The clock network:
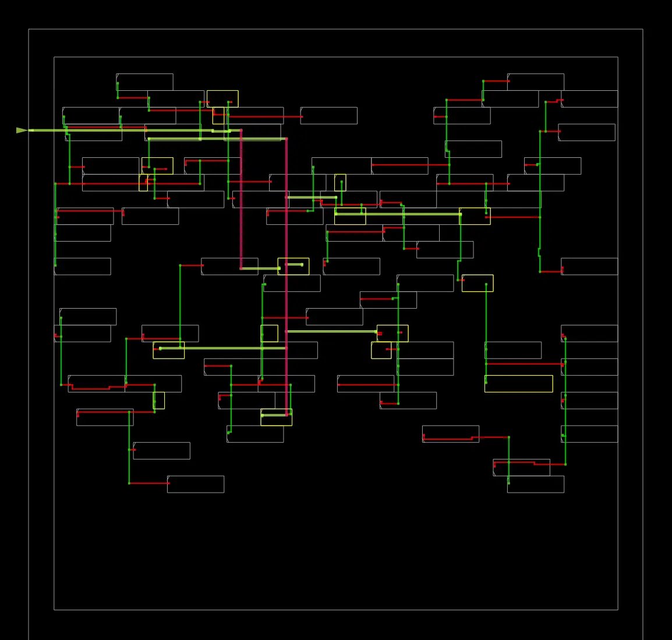
Local utilization:
Scale bar: 20 um. 10 x 10 tiles, from dark purple (low) to yellow (high), 0 to 100% covered.
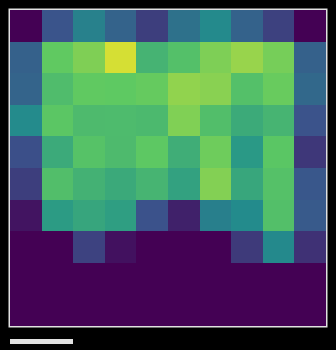
<file path="config.mk">
export PLATFORM = sky130hd
export DESIGN_NAME = bt_cmd_decoder
export DESIGN_NICKNAME = d
export VERILOG_FILES = /design/src/rtl/bt_cmd_decoder_pkg.sv /design/src/rtl/bt_cmd_decoder_timeout.sv /design/src/rtl/bt_cmd_decoder.sv
export SDC_FILE = /design/constraint.sdc
export NUM_CORES = 1
export LEC_CHECK = 0
export ABC_AREA = 0
export CORE_MARGIN = 4
export CORE_UTILIZATION = 40
export CTS_CLUSTER_DIAMETER = 200
export CTS_CLUSTER_SIZE = 40
export DETAILED_ROUTE_END_ITERATION = 8
export PLACE_DENSITY = 0.69
export SLEW_MARGIN = 20
export SYNTH_ARGS = -nofsm -noshare
export SYNTH_HDL_FRONTEND = slang
export SYNTH_SLANG_ARGS = --single-unit
</file>
<file path="constraint.sdc">
create_clock -name clk -period 2.72 [get_ports clk]
set_input_delay 0.68 -clock clk [delete_from_list [all_inputs] [get_ports clk]]
set_output_delay 0.68 -clock clk [all_outputs]
set_load 0.05 [all_outputs]
</file>
<file path="src/rtl/bt_cmd_decoder_pkg.sv">
// bt_cmd_decoder_pkg: shared frame constants, field positions and parser state encodings
package bt_cmd_decoder_pkg;
  localparam logic [7:0] HDR_DEFAULT = 8'hA5;
  localparam int unsigned DIR_LSB = 0;
  localparam int unsigned THR_LSB = 2;
  localparam int unsigned LSR_BIT = 4;
  localparam logic [1:0] NEUTRAL = 2'b00;
  typedef enum logic [1:0] {
    HUNT    = 2'd0,
    GOT_HDR = 2'd1,
    GOT_CMD = 2'd2
  } state_t;
endpackage

</file>
<file path="src/rtl/bt_cmd_decoder_timeout.sv">
// timeout_counter: saturating cycle counter; expired holds once LIMIT-1 is reached until clr
module timeout_counter #(
  parameter int unsigned LIMIT = 16
) (
  input  logic clk,
  input  logic rst_n,
  input  logic clr,
  input  logic en,
  output logic expired
);
  localparam int unsigned W = (LIMIT > 1) ? $clog2(LIMIT) : 1;
  logic [W-1:0] cnt_q, cnt_d;
  assign expired = cnt_q == W'(LIMIT - 1);
  always_comb cnt_d = clr ? '0 : (en && !expired) ? cnt_q + W'(1) : cnt_q;
  always_ff @(posedge clk or negedge rst_n)
    if (!rst_n) cnt_q <= '0;
    else cnt_q <= cnt_d;
endmodule

</file>
<file path="src/rtl/bt_cmd_decoder.sv">
// bt_cmd_decoder: assembles HDR/CMD/CHK frames from the UART and drives actuator codes with failsafe
module bt_cmd_decoder
  import bt_cmd_decoder_pkg::*;
#(
  parameter logic [7:0]  HDR         = HDR_DEFAULT,
  parameter int unsigned GAP_CYCLES  = 500_000,
  parameter int unsigned WDOG_CYCLES = 50_000_000
) (
  input  logic       clk,
  input  logic       rst_n,
  input  logic [7:0] rx_byte,
  input  logic       rx_valid,
  input  logic       link_up,
  output logic [1:0] direction,
  output logic [1:0] throttle,
  output logic       laser,
  output logic [7:0] led,
  output logic       failsafe,
  output logic       frame_ok,
  output logic       frame_err
);
  state_t     state_q, state_d;
  logic [7:0] cmd_q, cmd_d, led_q, led_d;
  logic [1:0] dir_q, dir_d, thr_q, thr_d;
  logic       laser_q, laser_d, failsafe_q, failsafe_d;
  logic       frame_ok_q, frame_ok_d, frame_err_q, frame_err_d;
  logic       accept, gap_exp, wdog_exp;

  timeout_counter #(.LIMIT(GAP_CYCLES)) u_gap (
    .clk(clk), .rst_n(rst_n), .clr(rx_valid || !link_up || state_q == HUNT),
    .en(state_q != HUNT), .expired(gap_exp)
  );

  timeout_counter #(.LIMIT(WDOG_CYCLES)) u_wdog (
    .clk(clk), .rst_n(rst_n), .clr(accept), .en(1'b1), .expired(wdog_exp)
  );

  always_comb begin
    state_d     = state_q;
    cmd_d       = cmd_q;
    led_d       = led_q;
    dir_d       = dir_q;
    thr_d       = thr_q;
    laser_d     = laser_q;
    failsafe_d  = failsafe_q;
    frame_ok_d  = 1'b0;
    frame_err_d = 1'b0;
    accept      = 1'b0;
    if (!link_up) state_d = HUNT;
    else if (rx_valid) begin
      case (state_q)
        HUNT:    state_d = (rx_byte == HDR) ? GOT_HDR : HUNT;
        GOT_HDR: begin
          cmd_d   = rx_byte;
          state_d = GOT_CMD;
        end
        default: begin
          accept      = rx_byte == ~cmd_q;
          frame_err_d = !accept;
          state_d     = (accept || rx_byte != HDR) ? HUNT : GOT_HDR;
        end
      endcase
    end else if (gap_exp && state_q != HUNT) begin
      frame_err_d = 1'b1;
      state_d     = HUNT;
    end
    // an accept in the watchdog expiry cycle still wins
    if (accept) begin
      dir_d      = cmd_q[DIR_LSB +: 2];
      thr_d      = cmd_q[THR_LSB +: 2];
      laser_d    = cmd_q[LSR_BIT];
      led_d      = cmd_q;
      failsafe_d = 1'b0;
      frame_ok_d = 1'b1;
    end else if (!link_up || wdog_exp) begin
      dir_d      = NEUTRAL;
      thr_d      = NEUTRAL;
      laser_d    = 1'b0;
      failsafe_d = 1'b1;
    end
  end

  always_ff @(posedge clk or negedge rst_n)
    if (!rst_n) begin
      state_q     <= HUNT;
      cmd_q       <= '0;
      led_q       <= '0;
      dir_q       <= NEUTRAL;
      thr_q       <= NEUTRAL;
      laser_q     <= 1'b0;
      failsafe_q  <= 1'b1;
      frame_ok_q  <= 1'b0;
      frame_err_q <= 1'b0;
    end else begin
      state_q     <= state_d;
      cmd_q       <= cmd_d;
      led_q       <= led_d;
      dir_q       <= dir_d;
      thr_q       <= thr_d;
      laser_q     <= laser_d;
      failsafe_q  <= failsafe_d;
      frame_ok_q  <= frame_ok_d;
      frame_err_q <= frame_err_d;
    end

  assign direction = dir_q;
  assign throttle  = thr_q;
  assign laser     = laser_q & ~failsafe_q;
  assign led       = led_q;
  assign failsafe  = failsafe_q;
  assign frame_ok  = frame_ok_q;
  assign frame_err = frame_err_q;
endmodule

</file>
==> flow_summary.json <==
{
  "rsz0062_at_grt": "false",
  "hold_buffers": 0,
  "grt_use_met2_pct": 23.2,
  "chipArea_um2": 9950,
  "die_w_um": 99.7,
  "required_ps": 2040,
  "cp.depth": 1,
  "startpoint_type": "flip-flop",
  "async_flop_share_pct": 100,
  "gr-max-usage-layer": "met2",
  "cap_viol_max_count": 0,
  "worstRegToRegCells": 6,
  "end_kind": "output port",
  "crit_end": "failsafe",
  "yosys.stat.chipArea_um2": 3370,
  "grt_pass1_vias": 2514,
  "ir_drop_mv": 0.248,
  "status": "completed",
  "num_vias": 2421,
  "comb_power_share_pct": 3.3,
  "drtIter0Drc": 86,
  "ctsResizeCount": 0,
  "nets": 366,
  "path_clk_slew_ps": 70,
  "holdWs_ps": 339,
  "edf_count": 0,
  "warnings": 26,
  "yosys_cells": 310,
  "cts.path.max_buffers": 2,
  "reg2reg_slack_ps": 500,
  "crit_chain": "clkdlybuf4s50_1",
  "wl_met3_um": 235,
  "cts_root_buffer": "clkbuf_8",
  "finalSetupViolations": 0,
  "num_antenna_cells": 0
}
-- 'the clock network' (at the start) --
clock insertion delay at the later pin of the skew report: 340 ps
CTS sink cnt: 71
CLK BUF: 10
Setup Skew: 15.1 ps
clock group power: 808 uW

-- 'local utilization' (at the start) --
mean over tiles: 39%
tiles over 75% full: 14%
nearly empty tiles: 27%
fp util: 41.0%
Core ar.: 8220 um^2
Final Util: 48.9%

## through the flow
stage	cells	worst slack [ps]	total power (uW)
floorplan	310	571	1100
global placement	446	125	1150
detailed placement	446	83.8	1150
CTS	462	330	1960
global route	462	296	2020
finish	462	359	1930
## power groups by stage
stage	registers, uW	logic, uW	clock network, uW
after global placement	1080	65.6	0
final	1060	64.7	808
after CTS	1060	66.5	832
after global routing	1060	72.3	885
after detailed placement	1080	66.4	0
after floorplan	1080	15.7	0
## cell usage in the layout (no fill, tap or decap), drive strengths merged, types with 4 or more instances in the layout
master          n
xor2           26
a21oi           6
clkinv          4
o21ai           4
mux2           16
nor2           49
or4             5
buf            11
and4            4
xnor2          14
or3             4
clkbuf         10
nand3          15
clkdlybuf4s50  26
nor4            6
nand2          18
nand4          13
nor3           13
a22o            5
inv             4
dfrtp          70
## layout make-up
type,count,area [um^2]
tap,105,131
sequential,71,1780
inverter,4,15.0
fill,735,4200
multi-input combinational,229,1540
clock inverter,6,61.3
clock buffer,10,128
timing repair buffer,37,365
## sequential cells by signal, summed over array words and instances, names as in the netlist
| register | cells |
|---|---|
| cmd_q | 8 |
| direction | 2 |
| failsafe | 1 |
| frame_err | 1 |
| frame_ok | 1 |
| laser_q | 1 |
| led | 8 |
| state_q | 2 |
| throttle | 2 |
| u_gap.cnt_q | 19 |
| u_wdog.cnt_q | 26 |
## worst register-to-register path: stages (launching register included)
cell and delay [ps]:
dfrtp_1 400, ha_1 240, nand3_1 240, or4_4 650
o21ai_1 250, nor2_1 130, a22o_1 200
## cells by family after synthesis
| group | synth area share, % |
|---|---|
| buffers and inverters | 1.34 |
| DFF | 52.8 |
| and+or+nand+nor | 24.0 |
| adders and majority gates | 0.743 |
| muxes | 5.65 |
| AOI/OAI and AO/OA | 5.06 |
| xor gates and xnor gates | 10.4 |
Power figures rest on the tool's default switching activity, not on a simulated workload.
